Fig. 1: run 1, track usage over the die
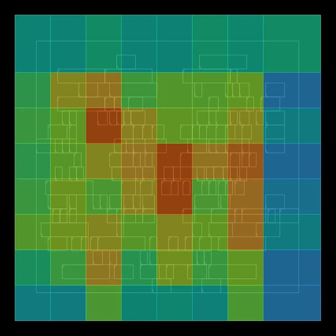
Fig. 2: run 1, cells by drive strength
Scale: 6 px per um.
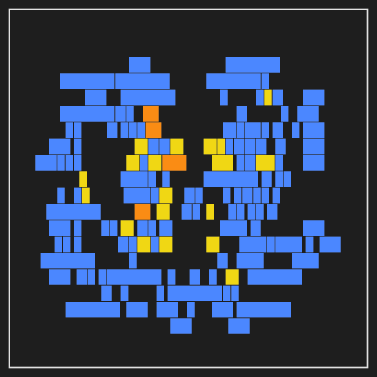
Fig. 3: run 1, signal wires on met1
Scale: 8 px per um.
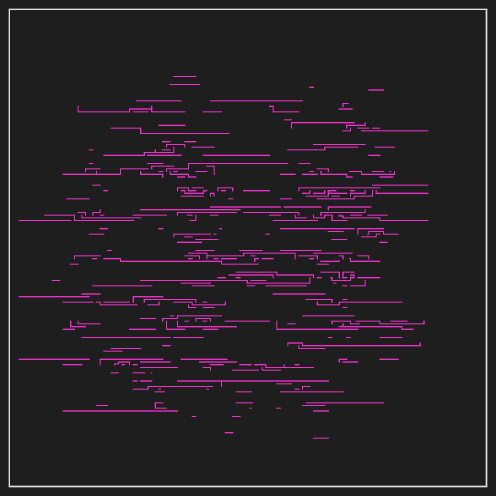
$ cat src/rtl/frog_game_ctrl_pkg.sv
// Shared definitions for the frog game-flow controller: state encodings,
// winner codes, score width and a turn-swap helper.
package frog_pkg;

    localparam int SCORE_W = 4;

    typedef enum logic [1:0] {
        QI      = 2'b00,
        QGAME_1 = 2'b01,
        QGAME_2 = 2'b10,
        QDONE   = 2'b11
    } state_t;

    localparam logic [1:0] WIN_NONE = 2'b00;
    localparam logic [1:0] WIN_P1   = 2'b01;
    localparam logic [1:0] WIN_P2   = 2'b10;

    // The playing state of the other player.
    function automatic state_t other_turn(input state_t s);
        return (s == QGAME_1) ? QGAME_2 : QGAME_1;
    endfunction

endpackage

$ cat src/rtl/frog_game_ctrl_if.sv
// Game-flow signal bundle between the playfield side (master) and the
// frog_game_ctrl block (slave).
interface frog_game_ctrl_if;
    import frog_pkg::*;

    logic               start;
    logic               frame_end;
    logic               collision;
    logic               goal;
    state_t             state;
    logic [SCORE_W-1:0] p1_score;
    logic [SCORE_W-1:0] p2_score;
    logic               respawn;
    logic [1:0]         winner;

    modport master (
        output start, frame_end, collision, goal,
        input  state, p1_score, p2_score, respawn, winner
    );

    modport slave (
        input  start, frame_end, collision, goal,
        output state, p1_score, p2_score, respawn, winner
    );

endinterface

$ cat src/rtl/frog_hit_latch.sv
// Sticky set/clear bit. q_now includes a set arriving this very cycle so the
// consumer can evaluate on the same cycle that clears the latch.
module frog_hit_latch (
    input  logic clk,
    input  logic reset,
    input  logic en,
    input  logic set,
    input  logic clr,
    output logic q,
    output logic q_now
);

    logic r_q;

    assign q_now = r_q | (en & set);
    assign q     = r_q;

    // Clear has priority; otherwise remember any enabled set.
    always_ff @(posedge clk or posedge reset) begin
        if (reset) begin
            r_q <= 1'b0;
        end else if (clr) begin
            r_q <= 1'b0;
        end else begin
            r_q <= q_now;
        end
    end

endmodule

$ cat src/rtl/frog_game_ctrl.sv
// Frog game-flow controller: per-frame death/score decision, turn
// alternation, 4-bit scores and respawn requests.
// Optional feature macro: FROG_GRACE_EN (post-respawn collision grace counter).
module frog_game_ctrl
    import frog_pkg::*;
#(
    parameter int WIN_SCORE    = 10,
    parameter int GRACE_FRAMES = 8
) (
    input  logic             clk,
    input  logic             reset,
    frog_game_ctrl_if.slave  bus
);

    localparam logic [SCORE_W-1:0] WIN_VAL = SCORE_W'(WIN_SCORE);

    state_t             r_state;
    logic [SCORE_W-1:0] r_p1_score;
    logic [SCORE_W-1:0] r_p2_score;
    logic               r_respawn;
    logic [1:0]         r_winner;

    logic               w_in_game;
    logic               w_grace_active;
    logic               w_hit_q;
    logic               w_hit_now;
    logic [SCORE_W-1:0] w_score_inc;

    assign w_in_game   = (r_state == QGAME_1) || (r_state == QGAME_2);
    assign w_score_inc = ((r_state == QGAME_1) ? r_p1_score : r_p2_score) + SCORE_W'(1);

`ifdef FROG_GRACE_EN
    logic [7:0] r_grace;

    // Reload on each respawn pulse, then count frames down to zero.
    always_ff @(posedge clk or posedge reset) begin
        if (reset) begin
            r_grace <= 8'd0;
        end else if (r_respawn) begin
            r_grace <= 8'(GRACE_FRAMES);
        end else if (bus.frame_end && (r_grace != 8'd0)) begin
            r_grace <= r_grace - 8'd1;
        end
    end

    assign w_grace_active = (r_grace != 8'd0);
`else
    // No grace window: always false, GRACE_FRAMES is legal-range positive.
    assign w_grace_active = (GRACE_FRAMES < 0);
`endif

    // Collisions during the respawn pulse belong to the old position.
    frog_hit_latch u_hit_latch (
        .clk   (clk),
        .reset (reset),
        .en    (w_in_game & ~r_respawn & ~w_grace_active),
        .set   (bus.collision),
        .clr   (bus.frame_end | ~w_in_game),
        .q     (w_hit_q),
        .q_now (w_hit_now)
    );

    // Game FSM with registered outputs; decisions are taken on frame_end.
    always_ff @(posedge clk or posedge reset) begin
        if (reset) begin
            r_state    <= QI;
            r_p1_score <= '0;
            r_p2_score <= '0;
            r_respawn  <= 1'b0;
            r_winner   <= WIN_NONE;
        end else begin
            r_respawn <= 1'b0;
            case (r_state)
                QI: begin
                    r_p1_score <= '0;
                    r_p2_score <= '0;
                    r_winner   <= WIN_NONE;
                    if (bus.start) begin
                        r_state   <= QGAME_1;
                        r_respawn <= ~r_respawn;
                    end
                end
                QGAME_1, QGAME_2: begin
                    if (!bus.start) begin
                        r_state <= QI;
                    end else if (bus.frame_end) begin
                        if (w_hit_now) begin
                            r_state   <= other_turn(r_state);
                            r_respawn <= ~r_respawn;
                        end else if (bus.goal) begin
                            if (r_state == QGAME_1) r_p1_score <= w_score_inc;
                            else                    r_p2_score <= w_score_inc;
                            if (w_score_inc == WIN_VAL) begin
                                r_state  <= QDONE;
                                r_winner <= (r_state == QGAME_1) ? WIN_P1 : WIN_P2;
                            end else begin
                                r_state   <= other_turn(r_state);
                                r_respawn <= ~r_respawn;
                            end
                        end
                    end
                end
                QDONE: begin
                    if (!bus.start) begin
                        r_state  <= QI;
                        r_winner <= WIN_NONE;
                    end
                end
                default: r_state <= QI;
            endcase
        end
    end

    assign bus.state    = r_state;
    assign bus.p1_score = r_p1_score;
    assign bus.p2_score = r_p2_score;
    assign bus.respawn  = r_respawn;
    assign bus.winner   = r_winner;

endmodule

$ cat src/flat_wrapper.sv
// flat-port wrapper written by rule: the top's interface ports become plain ports
module frog_game_ctrl_flat import frog_pkg::*;
#(
    parameter int WIN_SCORE    = 10,
    parameter int GRACE_FRAMES = 8
)
  (clk, reset, bus_start, bus_frame_end, bus_collision, bus_goal, bus_state, bus_p1_score, bus_p2_score, bus_respawn, bus_winner);
  frog_game_ctrl_if bus_i ();
  input  logic clk;
  input  logic reset;
  input wire logic [$bits(bus_i.start)-1:0] bus_start;
  input wire logic [$bits(bus_i.frame_end)-1:0] bus_frame_end;
  input wire logic [$bits(bus_i.collision)-1:0] bus_collision;
  input wire logic [$bits(bus_i.goal)-1:0] bus_goal;
  output wire logic [$bits(bus_i.state)-1:0] bus_state;
  output wire logic [$bits(bus_i.p1_score)-1:0] bus_p1_score;
  output wire logic [$bits(bus_i.p2_score)-1:0] bus_p2_score;
  output wire logic [$bits(bus_i.respawn)-1:0] bus_respawn;
  output wire logic [$bits(bus_i.winner)-1:0] bus_winner;
  assign bus_i.start = bus_start;
  assign bus_i.frame_end = bus_frame_end;
  assign bus_i.collision = bus_collision;
  assign bus_i.goal = bus_goal;
  assign bus_state = bus_i.state;
  assign bus_p1_score = bus_i.p1_score;
  assign bus_p2_score = bus_i.p2_score;
  assign bus_respawn = bus_i.respawn;
  assign bus_winner = bus_i.winner;
  frog_game_ctrl #(.WIN_SCORE(WIN_SCORE), .GRACE_FRAMES(GRACE_FRAMES)) u_core (.clk(clk), .reset(reset), .bus(bus_i));
endmodule
$ cat config.mk
export PLATFORM = sky130hd
export DESIGN_NAME = frog_game_ctrl_flat
export DESIGN_NICKNAME = d
export VERILOG_FILES = /design/src/rtl/frog_game_ctrl_pkg.sv /design/src/rtl/frog_game_ctrl_if.sv /design/src/rtl/frog_hit_latch.sv /design/src/rtl/frog_game_ctrl.sv /design/src/flat_wrapper.sv
export SDC_FILE = /design/constraint.sdc
export NUM_CORES = 1
export LEC_CHECK = 0
export ABC_AREA = 1
export CORE_MARGIN = 4
export CORE_UTILIZATION = 35
export CTS_CLUSTER_DIAMETER = 200
export CTS_CLUSTER_SIZE = 10
export DETAILED_ROUTE_END_ITERATION = 6
export SLEW_MARGIN = 10
export SYNTH_ARGS = -nofsm -noshare
export SYNTH_HDL_FRONTEND = slang
export SYNTH_SLANG_ARGS = --single-unit
$ cat constraint.sdc
create_clock -name clk -period 4.1 [get_ports clk]
set_input_delay 0.41 -clock clk [delete_from_list [all_inputs] [get_ports clk]]
set_output_delay 0.41 -clock clk [all_outputs]
set_load 0.02 [all_outputs]
==> changes_impl.md, run 1 <==
## Implementation

- Slowest CP cell: dfrtp_1
- Floorplan utilization: 37.09%
- First-pass GRT wire length: 3560 um
- Worst r2r dst: u_core.bus.winner[0]
- Syn Nets: 141
- Top cell family by delay on the critical path: simple AND/OR/NAND/NOR gates
- Yosys top cell by instances: nand2_1
- Most common reg cell: dfrtp_1
- Fin Hold WS: 0.4671 ns
- Root buf cell: clkbuf_4
- Vias per cell: 4.782
- Die width: 59.47 um
- Area occupied by registers: 350.3 um^2
- Worst Path Max Fanout: 7
- Routability cong.: 0.8029
- Top cell excl fill/tap: nand2_1
- # clock sinks: 14
- Total Power: 1.068 mW
- Main area contributors: dfrtp_1, nand2_1, ha_1, nand2_2, inv_1
- Max Used Layer: met4
- Req. time, crit path: 4.27 ns
- Number of cells in Yosys stat: 128
- Seq/total area: 30.01%
- Critical path arrival: 2.29 ns
- Num CTS Buffers: 3
- Clock Pin Slew Worst Setup and Hold Paths: 0.09 ns
- Switching power total: 0.5624 mW
- AND/OR/NAND/NOR Cells, Area Fraction: 34.82%
- Synth Register Bits: 14
- Pre-CTS WS: 2.007 ns
- Combinational Area: 494.2 um^2
- Detailed placement HPWL: 1616 um
- Non-filler instance count after layout: 179
- CP max stage delay: 0.42 ns
- Max-Cap Viols: 0
- Setup violators final: 0
- Yosys warns: 0
- Layout cell share with drive strength beyond 1: 15.44%
- Pre-antenna DRT Iters: 4
- Layout Skew: 0.006969 ns
- Clock tree buffer depth: 2
- Tool warnings: 31
- Post-synth seq share: 37.79%
- Post-placement cell area: 1145 um^2
- Post-CTS setup buffers: 0
- Grt total ovfl: 0
- CTS tree: yes
- Top cell category: combinational gates
- Netlist cell types: 18
- Die height: 59.47 um
- CP Cell Sequence: inv_1, ha_1, inv_2, nand2_1, nand2_2, ha_1, nand3_1, nand2_2, nor2_4, nand2_2, nand2_2, nand2_2, nand2_1, o21ai_1
- 1st-iter DRT viols: 12
- Chip area: 3537 um^2
- Status: finished clean
- Filler Cell Count: 262
- Switch share: 52.64%
- Synth Area in Adders: 9.447%
- DRC violations left: 0
- Sequential power: 0.239 mW
- ANT nets after route: 0
- Cells after synthesis: 128
- CP most frequent cell: nand2_2
- Mux frac, synth: 0%
- Number of enable flip-flop cells: 0
- Combinational Power: 0.751 mW
- Clock Latency Late Sink: 0.28 ns
- YS chip area: 927.1 um^2
- Vias in the first global route: 839
- Crit share post-route: 51.57%
- Post-layout nets: 164
- Worst-Margin Slew: 0.5462 ns
- Worst Setup SP: u_core.bus.state[1]
- CP bufs+invs: 2
- Slew headroom: 63.55%
- Worst R2R Path Depth: 14
- Initial antenna violation count: 0
- Met2 wire len: 945 um
- GRT met3 Usage: 2.614%
- Placed Cells: 176
- Post-synth top area share: 37.79%
- Clock net power: 0.0777 mW
- PwrDens: 915.3 nW/um^2
- LEAKAGE: 0.5974 nW
- Asr flop ratio synth: 100.0%
- Clock-cell share: 1.929%
- Largest net degree at the start of global routing: 15
Back to the opening pictures, Fig. 1:
DR WL/cell: 11.38 um
Layout Utilization: 46.70%
met1 usage: 16.82%
Global Route Usage Sum: 13.10%
Most Crowded Layer GR: met2

Back to the opening pictures, Fig. 2:
yellow -> drive 2  # cells 19, share 13%
orange -> drive 3 to 4  # cells 4, share 2.7%
blue -> drive 1 or less  # cells 126, share 85%
Design Area, Final: 1167 um^2
Layout area overhead: 25.91%
count of plain and timing-repair buffers: 18

Back to the opening pictures, Fig. 3:
nets with wire on the layer = 142
share of all routed wire = 47%
main direction = horizontal
wire length on this layer = 954 um
total number of vias: 856
WL final: 2037 um

==> run 2: changes to the inputs <==
Clock period 4.1 ns to 1.85 ns, I/O delays scaled along.
Fig. 4: run 2, placement by cell class
Scale: 6 px per um.
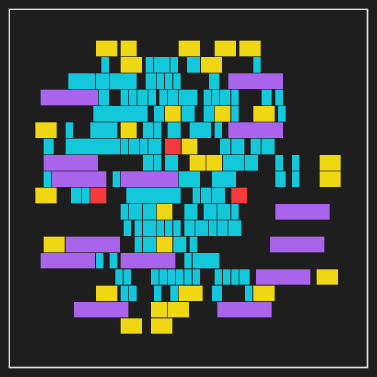
cyan -> all other logic  # cells 114, share of their area 50%
purple -> flip-flops  # cells 14, share of their area 28%
yellow -> other buffers and delay cells  # cells 29, share of their area 21%
red -> cells driving clock nets  # cells 3, share of their area 1.8%
Placeable Area: 2500 um^2
Seq/total area: 26.76%
num rows: 18
Layout Utilization: 52.75%
Design Area, Final: 1319 um^2

==> run 2 against run 1 <==
Count of clock-buffer cells in the layout is the same. Flip-flop count is the same. First-iteration DRC count grew 67%.
==> changes_impl.md, run 2 <==
## Implementation

- Root buf cell: clkbuf_4
- Top cell family by delay on the critical path: simple AND/OR/NAND/NOR gates
- Post-synth top area share: 37.79% (unchanged)
- Placed Cells: 181 (+2.8%)
- Worst r2r dst: u_core.bus.state[0]
- Floorplan utilization: 37.09% (unchanged)
- Sequential power: 0.541 mW (+130%)
- Clock tree buffer depth: 2 (unchanged)
- Chip area: 3537 um^2 (unchanged)
- Mux frac, synth: 0% (unchanged)
- Setup violators final: 0 (unchanged)
- Slew headroom: 62.54% (-1.0 points)
- AND/OR/NAND/NOR Cells, Area Fraction: 34.82% (unchanged)
- Crit share post-route: 96.03% (+44 points)
- Post-layout nets: 175 (+6.7%)
- PwrDens: 2164 nW/um^2 (+140%)
- Req. time, crit path: 2.06 ns (-2.21 ns)
- DR WL/cell: 12.07 um (+6.1%)
- Max-Cap Viols: 0 (unchanged)
- Switch share: 49.71% (-2.9 points)
- Grt total ovfl: 0 (unchanged)
- Syn Nets: 141 (unchanged)
- Post-placement cell area: 1197 um^2 (+4.6%)
- Max Used Layer: met4
- Top cell category: combinational gates
- Worst R2R Path Depth: 13 (-1)
- LEAKAGE: 0.6537 nW (+9.4%)
- Number of enable flip-flop cells: 0 (unchanged)
- Critical path arrival: 1.99 ns (-0.30 ns)
- Post-synth seq share: 37.79% (unchanged)
- Status: finished clean
- Num CTS Buffers: 3 (unchanged)
- Routability cong.: 0.8909 (+11%)
- 1st-iter DRT viols: 20 (+8)
- Synth Area in Adders: 9.447% (unchanged)
- Non-filler instance count after layout: 190 (+6.1%)
- Main area contributors: dfrtp_1, nand2_1, ha_1, nand2_2, inv_1
- Netlist cell types: 18 (unchanged)
- Area occupied by registers: 352.8 um^2 (+0.71%)
- Vias per cell: 4.826 (+0.92%)
- Slowest CP cell: dfrtp_2
- Layout cell share with drive strength beyond 1: 28.75% (+13 points)
- Asr flop ratio synth: 100.0% (unchanged)
- Pre-antenna DRT Iters: 4 (unchanged)
- Combinational Power: 2.14 mW (+180%)
- Count of plain and timing-repair buffers: 29 (+11)
- Pre-CTS WS: 0.01973 ns (-1.987 ns)
- CP most frequent cell: nand2_1
- Post-CTS setup buffers: 0 (unchanged)
- Worst Path Max Fanout: 6 (-1)
- Worst-Margin Slew: 0.5612 ns (+0.01503 ns)
- Initial antenna violation count: 0 (unchanged)
- Most common reg cell: dfrtp_1
- Vias in the first global route: 845 (+0.72%)
- Die height: 59.47 um (unchanged)
- Top cell excl fill/tap: nand2_1
- Switching power total: 1.419 mW (+150%)
- Most Crowded Layer GR: met2
- CP max stage delay: 0.44 ns (+0.02 ns)
- ANT nets after route: 0 (unchanged)
- Fin Hold WS: 0.2453 ns (-0.2218 ns)
- CP bufs+invs: 2 (unchanged)
- Synth Register Bits: 14 (unchanged)
Fig. 5: run 2, track usage over the die
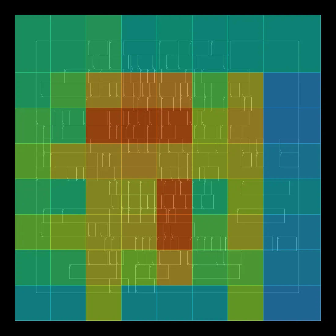
GRT met2 Usage: 22.62%
Global Route Usage Sum: 13.76%
met1 usage: 17.69%
GRT met3 Usage: 4.139%

==> run 3: changes to the inputs <==
Settings changed: CAP_MARGIN set to 20, CORE_MARGIN 4 to unset.
Fig. 6: run 3, cells by drive strength
Scale: 8 px per um.
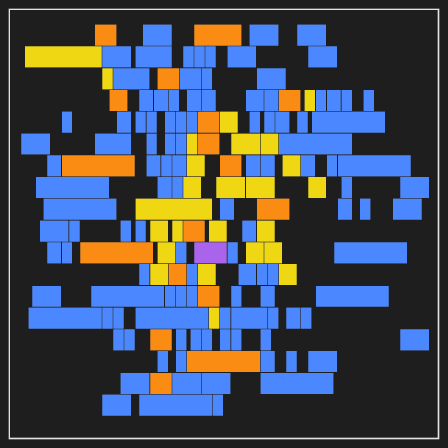
orange -> drive 3 to 4  # cells 17, share 11%
blue -> drive 1 or less  # cells 115, share 73%
yellow -> drive 2  # cells 25, share 16%
purple -> drive 6 and up  # cells 1, share 0.63%
count of plain and timing-repair buffers: 26
final worst slack: 0.08980 ns
Design Area, Final: 1305 um^2
Layout area overhead: 40.76%

==> run 3 against run 2 <==
Die area down 19%. First-iteration DRC count is 45% lower. Via count did not move. Synthesized cell count is the same. Flip-flop count did not move. Clock skew rose by 0.0042 ns. Area after synthesis stayed put. Cell area is 1.0% lower. Register-to-register slack better by 0.02 ns. Count of clock-buffer cells in the layout rose by 1. Global-route usage is 4.4 points higher. Critical path type unchanged. Critical endpoint unchanged. Largest cell class unchanged.
==> changes_impl.md, run 3 <==
## Implementation

- Status: finished clean
- Worst Path Max Fanout: 6 (unchanged)
- Req. time, crit path: 2.07 ns (about the same)
- Post-cts resize count: 0
- Synth Register Bits: 14 (unchanged)
- Mapped Area: 927.1 um^2
- LEAKAGE: 0.6417 nW (-1.8%)
- Switch share: 50.87% (+1.2 points)
- CP bufs+invs: 2 (unchanged)
- Layout cell share with drive strength beyond 1: 27.22% (-1.5 points)
- Top cell category: combinational gates
- Syn Nets: 141 (unchanged)
- Pre-antenna DRT Iters: 4 (unchanged)
- Vias per cell: 4.878 (+1.1%)
- Max-Cap Viols: 0 (unchanged)
- Non-filler instance count after layout: 188 (-1.1%)
- Placed Cells: 181 (unchanged)
- AND/OR/NAND/NOR Cells, Area Fraction: 34.82% (unchanged)
- I/O pin cnt: 19
- Combinational Power: 2.11 mW (about the same)
- Netlist cell types: 18 (unchanged)
- Post-synth top area share: 37.79% (unchanged)
- Pre-CTS WS: 0.009913 ns (-0.009814 ns)
- Clock-cell share: 2.013%
- Worst-Margin Slew: 0.5701 ns (+0.008878 ns)
- Post-placement cell area: 1197 um^2 (unchanged)
- Sequential power: 0.543 mW (about the same)
- GRT met2 Usage: 28.75% (+6.1 points)
- Root buf cell: clkbuf_4
- Initial antenna violation count: 0 (unchanged)
- Main area contributors: dfrtp_1, nand2_1, ha_1, nand2_2, inv_1
- Slew headroom: 61.95% (-0.59 points)
- Routability cong.: 0.8517 (-4.4%)
- Switching power total: 1.455 mW (+2.6%)
- Placeable Area: 2500 um^2 (unchanged)
- Mux frac, synth: 0% (unchanged)
- Cts hold-fix bufs: 0
- DR WL/cell: 12.65 um (+4.8%)
- Most common reg cell: dfrtp_1
- Fin Hold WS: 0.2344 ns (-0.01091 ns)
- Setup violators final: 0 (unchanged)
- Post-layout nets: 172 (-1.7%)
- 1st-iter DRT viols: 11 (-45%)
- Area occupied by registers: 352.8 um^2 (unchanged)
- Seq/total area: 27.04% (+0.28 points)
- Number of enable flip-flop cells: 0 (unchanged)
- Vias in the first global route: 847 (+0.24%)
- Crit share post-route: 95.15% (-0.88 points)
- Seq_cells: 14
- Dominant combinational family: simple AND/OR/NAND/NOR gates
- Synth Area in Adders: 9.447% (unchanged)
- Most Crowded Layer GR: met2
- Met3 WL post-DR: 45 um
- Chip area: 2859 um^2 (-19%)
- Slowest CP cell: dfrtp_2
- Num rows: 18 (unchanged)
- Floorplan utilization: 37.09% (unchanged)
- Worst R2R Path Depth: 13 (unchanged)
- Clock net power: 0.206 mW
- CP Cell Sequence: ha_4, inv_4, nand2_1, nand2_2, ha_4, inv_1, nand2_2, nand2_2, nor2_4, nand3_2, nand2_1, nand2_1, a21oi_1
- GRT met3 Usage: 3.448% (-0.69 points)
- Filler Cell Count: 239
- PwrDens: 2192 nW/um^2 (+1.3%)
- Critical path arrival: 1.98 ns (about the same)
- Clock tree buffer depth: 2 (unchanged)
- Worst r2r dst: u_core.bus.state[0]
- Grt total ovfl: 0 (unchanged)
- Max Used Layer: met4
- WS Path Type: register to register
- Global Route Usage Sum: 18.15% (+4.4 points)
- Top cell excl fill/tap: nand2_1
- Die height: 53.47 um (-10%)
- Top cell family by delay on the critical path: simple AND/OR/NAND/NOR gates
- # Taps: 30
- ANT nets after route: 0 (unchanged)
- YS chip area: 927.1 um^2
- Layout Utilization: 52.20% (-0.55 points)
- Post-synth seq share: 37.79% (unchanged)
- Asr flop ratio synth: 100.0% (unchanged)
- Post-CTS setup buffers: 0 (unchanged)
- CP max stage delay: 0.47 ns (+0.03 ns)
- Worst Setup SP: u_core.bus.state[0]
- Num CTS Buffers: 3 (unchanged)
- Layout Skew: 0.004897 ns
Fig. 7: run 3, signal wires on met1
Scale: 10 px per um.
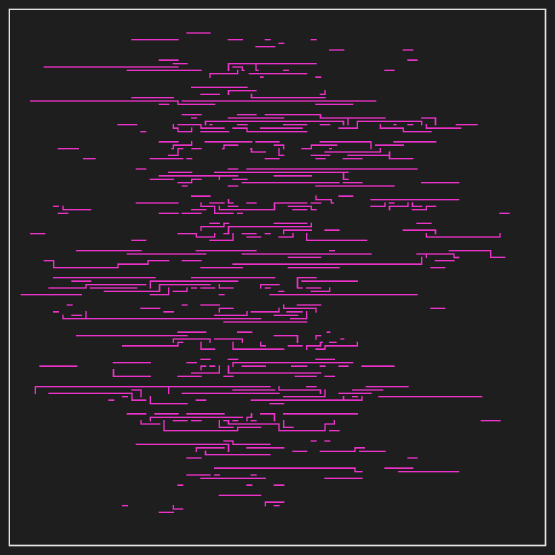
nets with wire on the layer = 155
main direction = horizontal
wire length on this layer = 1090 um
longest straight run = 23.5 um
share of all routed wire = 46%
WL final: 2378 um
met1 usage: 23.57%
total number of vias: 917

Power is estimated from default activity; no workload was simulated.
